### Met3 routing, run 1

The bar under the picture is 20 um long.
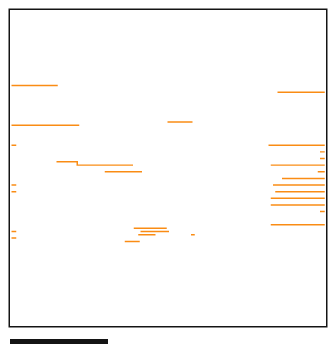
### Signal wires on met1, run 1

The bar under the picture is 20 um long.
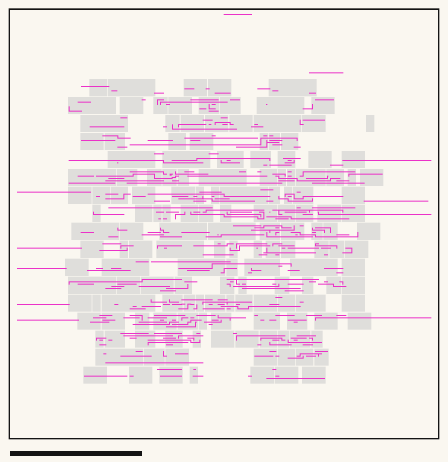
### Clock wiring as the flow saved it, run 1

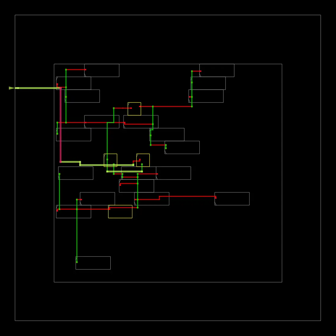
===== src/rtl/arm_ctrl_pkg.sv =====
// arm_ctrl_pkg: shared state, select, opcode and condition-code definitions for the multicycle ARM controller
package arm_ctrl_pkg;
    typedef enum logic [3:0] {
        FETCH, DECODE, MEMADR, MEMREAD, MEMWB, MEMWRITE, EXECUTER, EXECUTEI, ALUWB, BRANCH
    } state_t;

    localparam logic [1:0] ALU_ADD = 2'b00, ALU_SUB = 2'b01, ALU_AND = 2'b10, ALU_ORR = 2'b11;
    localparam logic [1:0] SRCA_RD1 = 2'b00, SRCA_PC = 2'b01;
    localparam logic [1:0] SRCB_RD2 = 2'b00, SRCB_IMM = 2'b01, SRCB_FOUR = 2'b10;
    localparam logic [1:0] RES_ALUOUT = 2'b00, RES_DATA = 2'b01, RES_ALURES = 2'b10;
    localparam logic [1:0] IMM_DP = 2'b00, IMM_MEM = 2'b01, IMM_BR = 2'b10;
    localparam logic [1:0] OP_DP = 2'b00, OP_MEM = 2'b01, OP_BR = 2'b10, OP_NOP = 2'b11;

    localparam logic [3:0] COND_EQ = 4'h0, COND_NE = 4'h1, COND_CS = 4'h2, COND_CC = 4'h3;
    localparam logic [3:0] COND_MI = 4'h4, COND_PL = 4'h5, COND_VS = 4'h6, COND_VC = 4'h7;
    localparam logic [3:0] COND_HI = 4'h8, COND_LS = 4'h9, COND_GE = 4'ha, COND_LT = 4'hb;
    localparam logic [3:0] COND_GT = 4'hc, COND_LE = 4'hd, COND_AL = 4'he, COND_NV = 4'hf;

    typedef struct packed {
        logic       next_pc;
        logic       ir_write;
        logic       mem_w;
        logic       reg_w;
        logic       branch;
        logic       alu_op;
        logic       adr_src;
        logic [1:0] src_a;
        logic [1:0] src_b;
        logic [1:0] result_src;
    } ctrl_t;

    function automatic logic cond_holds(input logic [3:0] cond, input logic [3:0] nzcv);
        logic n, z, c, v;
        {n, z, c, v} = nzcv;
        case (cond)
            COND_EQ: return z;
            COND_NE: return ~z;
            COND_CS: return c;
            COND_CC: return ~c;
            COND_MI: return n;
            COND_PL: return ~n;
            COND_VS: return v;
            COND_VC: return ~v;
            COND_HI: return c & ~z;
            COND_LS: return ~c | z;
            COND_GE: return n == v;
            COND_LT: return n != v;
            COND_GT: return ~z & (n == v);
            COND_LE: return z | (n != v);
            default: return 1'b1;
        endcase
    endfunction
endpackage


===== src/rtl/arm_multicycle_controller_cond.sv =====
// arm_cond_unit: NZCV flag register and per-instruction condition latch gating architectural writes
module arm_cond_unit
    import arm_ctrl_pkg::*;
(
    input  logic       clk,
    input  logic       reset,
    input  logic [3:0] Cond,
    input  logic [3:0] ALUFlags,
    input  logic [1:0] FlagW,
    input  logic       FlagUpdEn,
    input  logic       CondLatch,
    output logic       CondExReg
);
    logic [3:0] flags;
    logic       cond_ex;

    assign cond_ex = cond_holds(Cond, flags);

    always_ff @(posedge clk) begin
        if (reset) begin
            flags     <= 4'b0000;
            CondExReg <= 1'b0;
        end else begin
            if (CondLatch) CondExReg <= cond_ex;
            if (FlagUpdEn && CondExReg && FlagW[1]) flags[3:2] <= ALUFlags[3:2];
            if (FlagUpdEn && CondExReg && FlagW[0]) flags[1:0] <= ALUFlags[1:0];
        end
    end
endmodule


===== src/rtl/arm_multicycle_controller.sv =====
// arm_multicycle_controller: Moore FSM plus field decode sequencing the shared-ALU multicycle ARM datapath
module arm_multicycle_controller
    import arm_ctrl_pkg::*;
#(
    parameter int STATE_W = 4
) (
    input  logic               clk,
    input  logic               reset,
    input  logic [3:0]         Cond,
    input  logic [1:0]         Op,
    input  logic [5:0]         Funct,
    input  logic [3:0]         Rd,
    input  logic [3:0]         ALUFlags,
    output logic               PCWrite,
    output logic               IRWrite,
    output logic               MemWrite,
    output logic               RegWrite,
    output logic               AdrSrc,
    output logic [1:0]         ALUSrcA,
    output logic [1:0]         ALUSrcB,
    output logic [1:0]         ResultSrc,
    output logic [1:0]         ImmSrc,
    output logic [1:0]         RegSrc,
    output logic [1:0]         ALUControl,
    output logic [STATE_W-1:0] state
);
    state_t     st, nxt;
    ctrl_t      ctl;
    logic [3:0] cmd;
    logic [1:0] dp_ctl, flag_w;
    logic       no_write, cv_cmd, reg_w, cond_ex_reg;

    function automatic ctrl_t ctrl_of(input state_t s);
        ctrl_t c;
        c = '0;
        case (s)
            FETCH: begin
                c.next_pc    = 1'b1;
                c.ir_write   = 1'b1;
                c.src_a      = SRCA_PC;
                c.src_b      = SRCB_FOUR;
                c.result_src = RES_ALURES;
            end
            DECODE: begin
                c.src_a      = SRCA_PC;
                c.src_b      = SRCB_FOUR;
                c.result_src = RES_ALURES;
            end
            MEMADR:   c.src_b = SRCB_IMM;
            MEMREAD:  c.adr_src = 1'b1;
            MEMWB: begin
                c.result_src = RES_DATA;
                c.reg_w      = 1'b1;
            end
            MEMWRITE: begin
                c.adr_src = 1'b1;
                c.mem_w   = 1'b1;
            end
            EXECUTER: c.alu_op = 1'b1;
            EXECUTEI: begin
                c.alu_op = 1'b1;
                c.src_b  = SRCB_IMM;
            end
            ALUWB:    c.reg_w = 1'b1;
            BRANCH: begin
                c.src_b      = SRCB_IMM;
                c.result_src = RES_ALURES;
                c.branch     = 1'b1;
            end
            default: ;
        endcase
        return c;
    endfunction

    always_comb begin
        case (st)
            FETCH:              nxt = DECODE;
            DECODE:             nxt = Op == OP_MEM ? MEMADR : Op == OP_BR ? BRANCH :
                                      Op == OP_NOP ? FETCH : Funct[5] ? EXECUTEI : EXECUTER;
            MEMADR:             nxt = Funct[0] ? MEMREAD : MEMWRITE;
            MEMREAD:            nxt = MEMWB;
            EXECUTER, EXECUTEI: nxt = ALUWB;
            default:            nxt = FETCH;
        endcase
    end

    // Select/enable bits are registered alongside the state they belong to
    always_ff @(posedge clk) begin
        if (reset) begin
            st  <= FETCH;
            ctl <= ctrl_of(FETCH);
        end else begin
            st  <= nxt;
            ctl <= ctrl_of(nxt);
        end
    end

    assign cmd = Funct[4:1];

    always_comb begin
        dp_ctl   = (cmd == 4'b0010 || cmd == 4'b1010) ? ALU_SUB :
                   cmd == 4'b0000 ? ALU_AND : cmd == 4'b1100 ? ALU_ORR : ALU_ADD;
        no_write = !(cmd inside {4'b0100, 4'b0010, 4'b0000, 4'b1100});
        cv_cmd   = cmd inside {4'b0100, 4'b0010, 4'b1010};
        flag_w   = ctl.alu_op ? {Funct[0], Funct[0] & cv_cmd} : 2'b00;
        reg_w    = ctl.reg_w & ~((st == ALUWB) & no_write);
    end

    arm_cond_unit u_cond (
        .clk      (clk),
        .reset    (reset),
        .Cond     (Cond),
        .ALUFlags (ALUFlags),
        .FlagW    (flag_w),
        .FlagUpdEn(ctl.alu_op),
        .CondLatch(st == DECODE),
        .CondExReg(cond_ex_reg)
    );

    assign ALUControl = ctl.alu_op ? dp_ctl : ALU_ADD;
    assign ImmSrc     = Op == OP_MEM ? IMM_MEM : Op == OP_BR ? IMM_BR : IMM_DP;
    assign RegSrc     = {Op == OP_MEM & ~Funct[0], Op == OP_BR};
    assign RegWrite   = ~reset & reg_w & cond_ex_reg;
    assign MemWrite   = ~reset & ctl.mem_w & cond_ex_reg;
    assign PCWrite    = ~reset & (ctl.next_pc | ((ctl.branch | (reg_w & Rd == 4'd15)) & cond_ex_reg));
    assign IRWrite    = ~reset & ctl.ir_write;
    assign AdrSrc     = ctl.adr_src;
    assign ALUSrcA    = ctl.src_a;
    assign ALUSrcB    = ctl.src_b;
    assign ResultSrc  = ctl.result_src;
    assign state      = STATE_W'(st);
endmodule


===== config.mk =====
export PLATFORM = sky130hd
export DESIGN_NAME = arm_multicycle_controller
export DESIGN_NICKNAME = d
export VERILOG_FILES = /design/src/rtl/arm_ctrl_pkg.sv /design/src/rtl/arm_multicycle_controller_cond.sv /design/src/rtl/arm_multicycle_controller.sv
export SDC_FILE = /design/constraint.sdc
export NUM_CORES = 1
export LEC_CHECK = 0
export ABC_CLOCK_PERIOD_IN_PS = 3250
export CORE_MARGIN = 8
export CORE_UTILIZATION = 46
export CTS_CLUSTER_SIZE = 24
export DETAILED_ROUTE_END_ITERATION = 8
export PLACE_DENSITY_LB_ADDON = 0.2
export SLEW_MARGIN = 20
export SYNTH_ARGS = -nofsm -noshare
export SYNTH_HDL_FRONTEND = slang
export SYNTH_SLANG_ARGS = --single-unit
export TNS_END_PERCENT = 10

===== constraint.sdc =====
create_clock -name clk -period 3.25 [get_ports clk]
set_input_delay 0.65 -clock clk [delete_from_list [all_inputs] [get_ports clk]]
set_output_delay 0.65 -clock clk [all_outputs]
set_load 0.02 [all_outputs]

==> COMMIT_EDITMSG, run 1 <==
Record implementation results from latest flow run

- The worst hold path belongs to the class flop to flop.
- Area of the placeable core: ~2200 um^2
- Worst Skew: approximately 0.0048 ns
- The worst path needs 3.17 ns of the cycle, external delays included.
* Critical Setup Path Class: primary input to output pin
* Outcome: finished clean
* Remaining DRCs: 0
- Proportion of power drawn by flip-flops and latches: 0.478
- Routed WL per cell: about 15 um
- The script reports the combined buffer and inverter count of the critical path as 2.
- After synthesis, the design contains roughly 120 cells according to Yosys.
- For reference, the post-synthesis area per instance comes to ~9.1 um^2.
- Of the total power, combinational logic draws 0.275.
- P_int: a little over 0.0004 W
- Across every metal layer, demand over resource in global routing totals 0.130.
- Layout overhead on the synthesized area: 40.6%
- Post-route period utilization is reported as 0.975.
- Per the CTS log, the maximum H-tree level is 1.
* Number of diodes added for antenna fixing: 0
- GR Overflow Total: 0
- On the final layout, the worst hold slack is roughly 0.54 ns.
* Estimated wirelength of the detail-placed design: 2.22 mm
- Maximum capacitance violations: 0
- The first global-routing pass estimated roughly 4.5 mm of wire.
- Ranked by flip-flop count, first place goes to ctl.
* FP Util: 0.490
- Commonest cells post-synth: sky130_fd_sc_hd__dfxtp_1, sky130_fd_sc_hd__nor2_1, sky130_fd_sc_hd__nor2b_1
- Fraction of registers with async set/reset: 0
- Power share of the clock group: 0.246
- OpenROAD warnings: 26
- Worst path top cell family by delay: buffers and inverters
- Post-synth top area cell: sky130_fd_sc_hd__dfxtp_1
- Via density per instance: 5.49
* Number of synthesized flops with an enable pin: 0
- In this run the tool buffered the top-level ports with just over 40 buffer cells.
- Clk latency late pin: a little under 0.3 ns
- Final count of pins violating max slew: 0
* Number of nets in the finished design: 182
* Largest stage delay, worst path: ~0.47 ns
* Startpoint type of the worst setup path: primary input
* Area of the die: 4200 um^2
- Fraction of power spent switching nets: 0.277
- For the final routed database, the setup TNS stands at 0 ns.
* Ports placed on the boundary: ~43
- The flow reports an fmax of approximately 320 MHz.
- Share of Yosys cell area claimed by the top area cell type: 0.366
- Looking at the clock tree report, the maximum root-to-sink buffer count equals 2.
- Among all stages on the critical path, the largest delay is contributed by sky130_fd_sc_hd__clkdlybuf4s50_1.
* Proportion of synthesized chip area in sequential cells: 0.366
- Die span in y: between 60 and 70 um
- Ranked by total cell area, the synthesized netlist is headed by sky130_fd_sc_hd__dfxtp_1, sky130_fd_sc_hd__mux2i_1, sky130_fd_sc_hd__nor2b_1, sky130_fd_sc_hd__buf_4, sky130_fd_sc_hd__nor2_1.
- The layout summary lists the proportion of cells stronger than drive strength 1 as 0.101.
* Top-count cell post-synth: sky130_fd_sc_hd__dfxtp_1
* Share of the core filled with cells in the final layout: 0.689
- Leakage component of the power: about 0.6 nW
- Final Hold Violation Tally: 0
- The synthesized netlist handed to floorplanning was reported with a cell count of 120.
* Endpoint required time on the critical path: 2.60 ns
- Post-synthesis cell area: between 1000 and 1500 um^2
- The analysis reports a worst IR drop on VDD of between 0.3 and 0.4 mV.
- Final weighted congestion in routability-driven placement: around 0.85
- Total cell area reported by yosys after synthesis: around 1100 um^2
- Start point of the critical path: Funct[4]
* Endpoints failing setup: 0
* RSZ-0062 raised after global routing: false
- In the Yosys stats the netlist draws on 47 distinct library cells.
- In the CTS report, the clock slew at the register clock pins of the worst setup and hold paths is listed as around 0.11 ns.
- Maximum number of pins on one net before global-route repair: 19
* Clock Root Buffer: sky130_fd_sc_hd__clkbuf_4
- The commonest register cell is sky130_fd_sc_hd__dfxtp_1.
- P_sw: 0.000157 W
- Standard-cell row count: 17
* Source of the worst hold timing path: u_cond.flags[1]$_SDFFE_PP0P_
- The number of antenna violations at the first check in global routing came to 0.
- Reg2Reg Launch Point: state[1]$_SDFF_PP0_
- Yosys warning tally: 0
- Final std cells w/o fill: 187
- The die is approximately 65 um wide.
- Max fanout on the critical path was recorded as 2.
- WP data arrival: between 2 and 3 ns
* Antenna Nets Post-Route: 0
- Pwr dens: between 300 and 400 nW/um^2
- Number of violations reported at the end of detailed-routing iteration 0: 43
- The register with the most flip-flops in the layout has 5 of them.
- The synthesis stat section lists a flop and latch total of 20.
* TritonCTS clock tree: done
- Via count of the first global-routing pass: between 900 and 1000
- Type of destination of the critical path: output pin
- Counting every net in the synthesized netlist gives between 100 and 150.
- For reference, the critical path cell chain is clkdlybuf4s50_1, or2b_1, a2111o_1, and3_4, a221o_1, dlygate4sd2_1.
- Number of search-and-repair iterations in the first detailed-routing pass: 4
- Placed instance count: 183
About 'Met3 routing':
share of all routed wire: 6.2%
nets with wire on the layer: 26
via total after detailed routing: 1027
fraction of met3 tracks used by global routing: 0.0395

About 'Signal wires on met1':
longest straight run: 23.5 um
nets with wire on the layer: 163
wire length on this layer: 1150 um
met1 track demand over resource in global routing: 0.147
overall routed net length: 2.73 mm

About 'Clock wiring as the flow saved it':
clock-net power: 0.000140 W
clk sinks: 20
number of buffers created by CTS: 3

## run 1: kinds of logic after synthesis
group / count (synthesis) / synth area share
and+or+nand+nor: 54 / 0.302
DFF: 20 / 0.366
muxes: 6 / 0.0663
AOI/OAI and AO/OA: 23 / 0.171
other: 1 / 0.00343
buffers and inverters: 13 / 0.0674
xor gates and xnor gates: 3 / 0.0240
## run 1: per-stage QoR
stage	worst slack, ns	total power [W]	area [um^2]
floorplan	0.822	0.000364	1090
global placement	-0.138	0.000430	1500
detailed placement	-0.145	0.000434	1500
CTS	0.0788	0.000574	1540
global route	0.0100	0.000596	1540
finish	0.0800	0.000566	1540
## run 1: routing by layer
metal  wire length (um)  part of all wire  track usage  vias to the layer above
met1               1150              0.42        0.147                      488
li1                   -                 -            -                      503
met2               1370              0.50        0.224                       32
met3                168             0.062       0.0395                        4
met4                 38             0.014       0.0518                        0
met5                  0                 0            0                        -
## run 1: path summary, 6_finish.rpt
check	cells after the start	to	slack [ns]
setup / recovery	6	PCWrite	0.08
hold / removal	2	u_cond.flags[1]$_SDFFE_PP0P_	0.54
hold reg to reg	2	u_cond.flags[1]$_SDFFE_PP0P_	0.54
setup reg to reg	4	ctl[12]$_SDFF_PP1_	1.65
## run 1: power by group through the flow
stage / sequential [W] / clock [W] / combinational [W]
2_1_floorplan: 0.000278 / 0 / 0.0000857
3_3_place_gp: 0.000276 / 0 / 0.000154
3_5_place_dp: 0.000277 / 0 / 0.000157
4_1_cts: 0.000271 / 0.000146 / 0.000157
5_1_grt: 0.000274 / 0.000154 / 0.000168
6_report: 0.000271 / 0.000140 / 0.000156
## run 1: final cells by class
class / count / area [um^2]
Timing Repair Buffer: 44 / 432
Sequential cell: 20 / 400
Tap cell: 28 / 35.0
Fill cell: 185 / 694
Clock buffer: 4 / 36.3
Multi-Input combinational cell: 87 / 621
Inverter: 4 / 15.0
## run 1: cells in the final DEF (no fill, tap or decap), types with 2 or more instances in the layout
| master | n |
|---|---|
| sky130_fd_sc_hd__buf_4 | 3 |
| sky130_fd_sc_hd__o31ai_1 | 2 |
| sky130_fd_sc_hd__clkdlybuf4s50_1 | 40 |
| sky130_fd_sc_hd__inv_1 | 4 |
| sky130_fd_sc_hd__nor2b_1 | 8 |
| sky130_fd_sc_hd__nor3b_1 | 3 |
| sky130_fd_sc_hd__xnor2_1 | 2 |
| sky130_fd_sc_hd__a21oi_1 | 4 |
| sky130_fd_sc_hd__and2_1 | 2 |
| sky130_fd_sc_hd__and3b_1 | 3 |
| sky130_fd_sc_hd__nor3_1 | 3 |
| sky130_fd_sc_hd__nor2_1 | 12 |
| sky130_fd_sc_hd__or2_1 | 2 |
| sky130_fd_sc_hd__clkbuf_4 | 3 |
| sky130_fd_sc_hd__nand2b_1 | 2 |
| sky130_fd_sc_hd__a221o_1 | 2 |
| sky130_fd_sc_hd__dfxtp_1 | 20 |
| sky130_fd_sc_hd__nand3_1 | 4 |
| sky130_fd_sc_hd__mux2i_1 | 5 |
| sky130_fd_sc_hd__a21o_1 | 3 |
| sky130_fd_sc_hd__nand2_1 | 5 |
## run 1: repair_timing
action	4_1_cts	5_1_grt
resized	1	0
setup buffers	0	0
endpoints found under the setup margin	1	0
hold buffers	0	0
### Sizing map, run 1

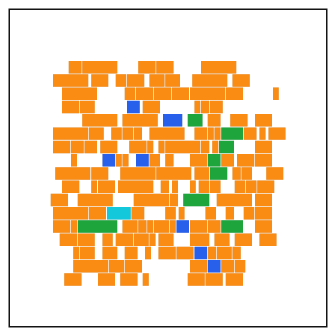

==> run 2: changes to the inputs <==
--- a/config.mk
+++ b/config.mk
@@ -6,11 +6,11 @@
 export NUM_CORES = 1
 export LEC_CHECK = 0
 export ABC_CLOCK_PERIOD_IN_PS = 3250
-export CORE_MARGIN = 8
+export CAP_MARGIN = 10
 export CORE_UTILIZATION = 46
 export CTS_CLUSTER_SIZE = 24
 export DETAILED_ROUTE_END_ITERATION = 8
-export PLACE_DENSITY_LB_ADDON = 0.2
+export PLACE_DENSITY = 0.93
 export SLEW_MARGIN = 20
 export SYNTH_ARGS = -nofsm -noshare
 export SYNTH_HDL_FRONTEND = slang
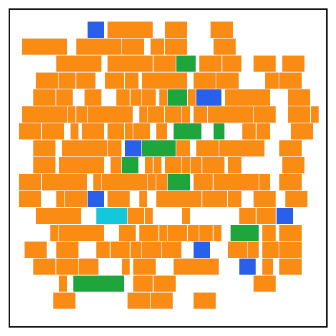
*Sizing map, run 2*
[cyan] drive 6 and up | cells: 1
[green] drive 2 | cells: 9
[blue] drive 3 to 4 | cells: 7
[orange] drive 1 or less | cells: 142
Final WS setup: 0.0840 ns
layout overhead on the synthesized area: 40.2%
number of non-clock buffers: 44
total non-filler cell area in the finished layout: 1540 um^2

==> run 2 against run 1 <==
Net effect:
- fmax up 0.13%
- utilization decreased by 0.17 points
- critical path depth down 1
- largest cell class unchanged
==> COMMIT_EDITMSG, run 2 <==
Record implementation results from latest flow run

* Via density per instance: ~5.7
- Outcome: finished clean
- Worst hold path type: flop to flop
- IR analysis of the VDD net gives a maximum drop of ~0.29 mV.
- Internal power comes to between 0.0004 and 0.0005 W.
- The design draws 0.000575 W.
- The chip occupies 2580 um^2.
- For this configuration, the core starts out at a cell density of 0.490.
* Share of power burned in combinational logic: 0.270
* Routed WL per cell: 14.0 um
- Number of buffers created by CTS: 3
- Per the synth stats, the flop cell with the highest instance count is sky130_fd_sc_hd__dfxtp_1.
- Clock Root Buffer: sky130_fd_sc_hd__clkbuf_4
* Yosys warning tally: 0
- Once placement finished, the instance area stood at ~1500 um^2.
* Proportion of synthesized chip area in sequential cells: 0.366
- Global-route wire length before repair: between 4 and 5 mm
- Number of search-and-repair iterations in the first detailed-routing pass: 4
- Count of fill cells added during filler insertion: 186
- The synthesized design spends more area on one cell type than any other, namely sky130_fd_sc_hd__dfxtp_1.
- For this design, the CTS-stage hold fixing added 0 buffers.
- Standard-cell row count: 17
- The register with the most flip-flops in the layout has 5 of them.
- Share of post-route cells with drive strength above 1: 0.107
* Clk sinks: 20
* Reg with most FFs: ctl
- The number of antenna diodes in the final layout is 0.
- In the routed design, unresolved DRC markers number 0.
* Reg clk slew, reported paths: between 0.1 and 0.15 ns
* Final Hold Violation Tally: 0
- Per the GRT congestion report, total overflow comes to 0.
- Footprint of the multi-input gates: around 620 um^2
- Across all stage logs, warnings added up to 26.
- In the synthesized netlist, the cells that appear most often are sky130_fd_sc_hd__dfxtp_1, sky130_fd_sc_hd__nor2_1, sky130_fd_sc_hd__nor2b_1.
* Proportion of power drawn by flip-flops and latches: 0.473
- Input and output buffers added on the ports amount to approximately 40.
* Maximum number of pins on one net before global-route repair: 19
* Number of nets in the finished design: 182
- The flow reports an fmax of 316 MHz.
- By instance count after routing, the leading logic cell type is sky130_fd_sc_hd__clkdlybuf4s50_1.
* GR met2 Demand/Resource: 0.371
- Ports placed on the boundary: 43
- Data arrives at the worst endpoint at approximately 2.5 ns.
- Critical Setup Path Class: primary input to output pin
- Estimated wirelength of the detail-placed design: slightly above 2 mm
* TritonCTS clock tree: done
* Distinct cells, synth: between 40 and 50
- Endpoints failing setup: 0
* Fraction of registers with async set/reset: 0
- Area of the placeable core: 2230 um^2
- STA classifies the critical path startpoint as a primary input.
* Antenna Nets Post-Route: 0
- Looking at the clock tree report, the H-tree level count equals 1.
- RSZ-0062 raised after global routing: false
* Register cell area after layout: around 400 um^2
* Ys cells: ~120
- The area fraction of the largest cell type after synthesis is 0.366.
- Number of synthesized flops with an enable pin: 0
- Width of the chip: 50.8 um
- Overall routed net length: between 2 and 3 mm
- Most used routing layer in global routing: met2
- Post-synthesis cell area: between 1000 and 1500 um^2
* Die span in y: 50.8 um
- Fraction of power spent switching nets: 0.288
- After synthesis the netlist holds a flip-flop and latch count of 20.
- For the worst-skew pair, the clock arrives at the later sink with an insertion delay of 0.31 ns.
* Top-count cell post-synth: sky130_fd_sc_hd__dfxtp_1
- Top cells by area, synth: sky130_fd_sc_hd__dfxtp_1, sky130_fd_sc_hd__mux2i_1, sky130_fd_sc_hd__nor2b_1, sky130_fd_sc_hd__buf_4, sky130_fd_sc_hd__nor2_1
- Via total after detailed routing: between 1000 and 1500
- The report shows a maximum critical-path fanout of 4.
- Pwr dens: approximately 370 nW/um^2
* Via count of the first global-routing pass: a little under 1000
- Number of violations reported at the end of detailed-routing iteration 0: 31
- The analysis attributes to cell leakage a power of ~0.61 nW.
- Share of the cycle needed by the critical path after routing: 0.974
==> run 2: netlist changes by cell type in the layout (fill, tap and decap cells not counted) <==
cell and change:
sky130_fd_sc_hd__dlygate4sd2_1 -1, sky130_fd_sc_hd__clkbuf_2 +1
==> run 2: per-stage QoR <==
stage / cells / setup slack (ns) / hold slack [ns] / utilization / setup TNS [ns]
2_1_floorplan: 120 / 0.822 / 0.470 / - / 0
3_3_place_gp: 183 / -0.182 / 0.495 / 0.673 / -0.182
3_5_place_dp: 183 / -0.211 / 0.526 / 0.673 / -0.211
4_1_cts: 187 / 0.00798 / 0.552 / 0.689 / 0
5_1_grt: 187 / 0.0395 / 0.601 / 0.687 / 0
6_report: 187 / 0.0840 / 0.542 / 0.687 / 0
==> run 2: cell type report <==
class | count | share of cell area
Multi-Input combinational cell | 87 | 0.404
Timing Repair Buffer | 44 | 0.279
Tap cell | 28 | 0.0228
Inverter | 4 | 0.00978
Sequential cell | 20 | 0.261
Clock buffer | 4 | 0.0236
==> run 2: path summary, 6_finish.rpt <==
check | from | to | slack [ns] | cells after the start
worst max-delay path | Funct[4] | RegWrite | 0.08 | 5
worst min-delay path | u_cond.flags[1]$_SDFFE_PP0P_ | u_cond.flags[1]$_SDFFE_PP0P_ | 0.54 | 2
worst max register to register | state[1]$_SDFF_PP0_ | ctl[12]$_SDFF_PP1_ | 1.61 | 4
worst min register to register | u_cond.flags[1]$_SDFFE_PP0P_ | u_cond.flags[1]$_SDFFE_PP0P_ | 0.54 | 2
==> run 2: kinds of logic after synthesis <==
family,count (synthesis),synth area share
AOI/OAI and AO/OA,23,0.171
muxes,6,0.0663
DFF,20,0.366
xor gates and xnor gates,3,0.0240
and+or+nand+nor,54,0.302
other,1,0.00343
buffers and inverters,13,0.0674
==> run 2: worst max-delay path, stage by stage <==
cell and delay [ns]:
sky130_fd_sc_hd__clkdlybuf4s50_1 0.53, sky130_fd_sc_hd__or2b_1 0.24, sky130_fd_sc_hd__a2111o_1 0.38, sky130_fd_sc_hd__and3_4 0.18, sky130_fd_sc_hd__clkdlybuf4s50_1 0.53
==> run 2: layer usage <==
| metal | wire length (um) | part of all wire |
|---|---|---|
| met1 | 1130 | 0.43 |
| met2 | 1210 | 0.46 |
| met3 | 208 | 0.079 |
| met4 | 68 | 0.026 |
| met5 | 0 | 0 |
==> run 2: power by group through the flow <==
stage | Sequential, W | Clock, W | Combinational (W)
after floorplan | 0.000278 | 0 | 0.0000857
after global placement | 0.000276 | 0 | 0.000152
after detailed placement | 0.000277 | 0 | 0.000156
after CTS | 0.000271 | 0.000147 | 0.000156
after global routing | 0.000274 | 0.000164 | 0.000168
final | 0.000272 | 0.000148 | 0.000155
Power figures rest on the tool's default switching activity, not on a simulated workload.
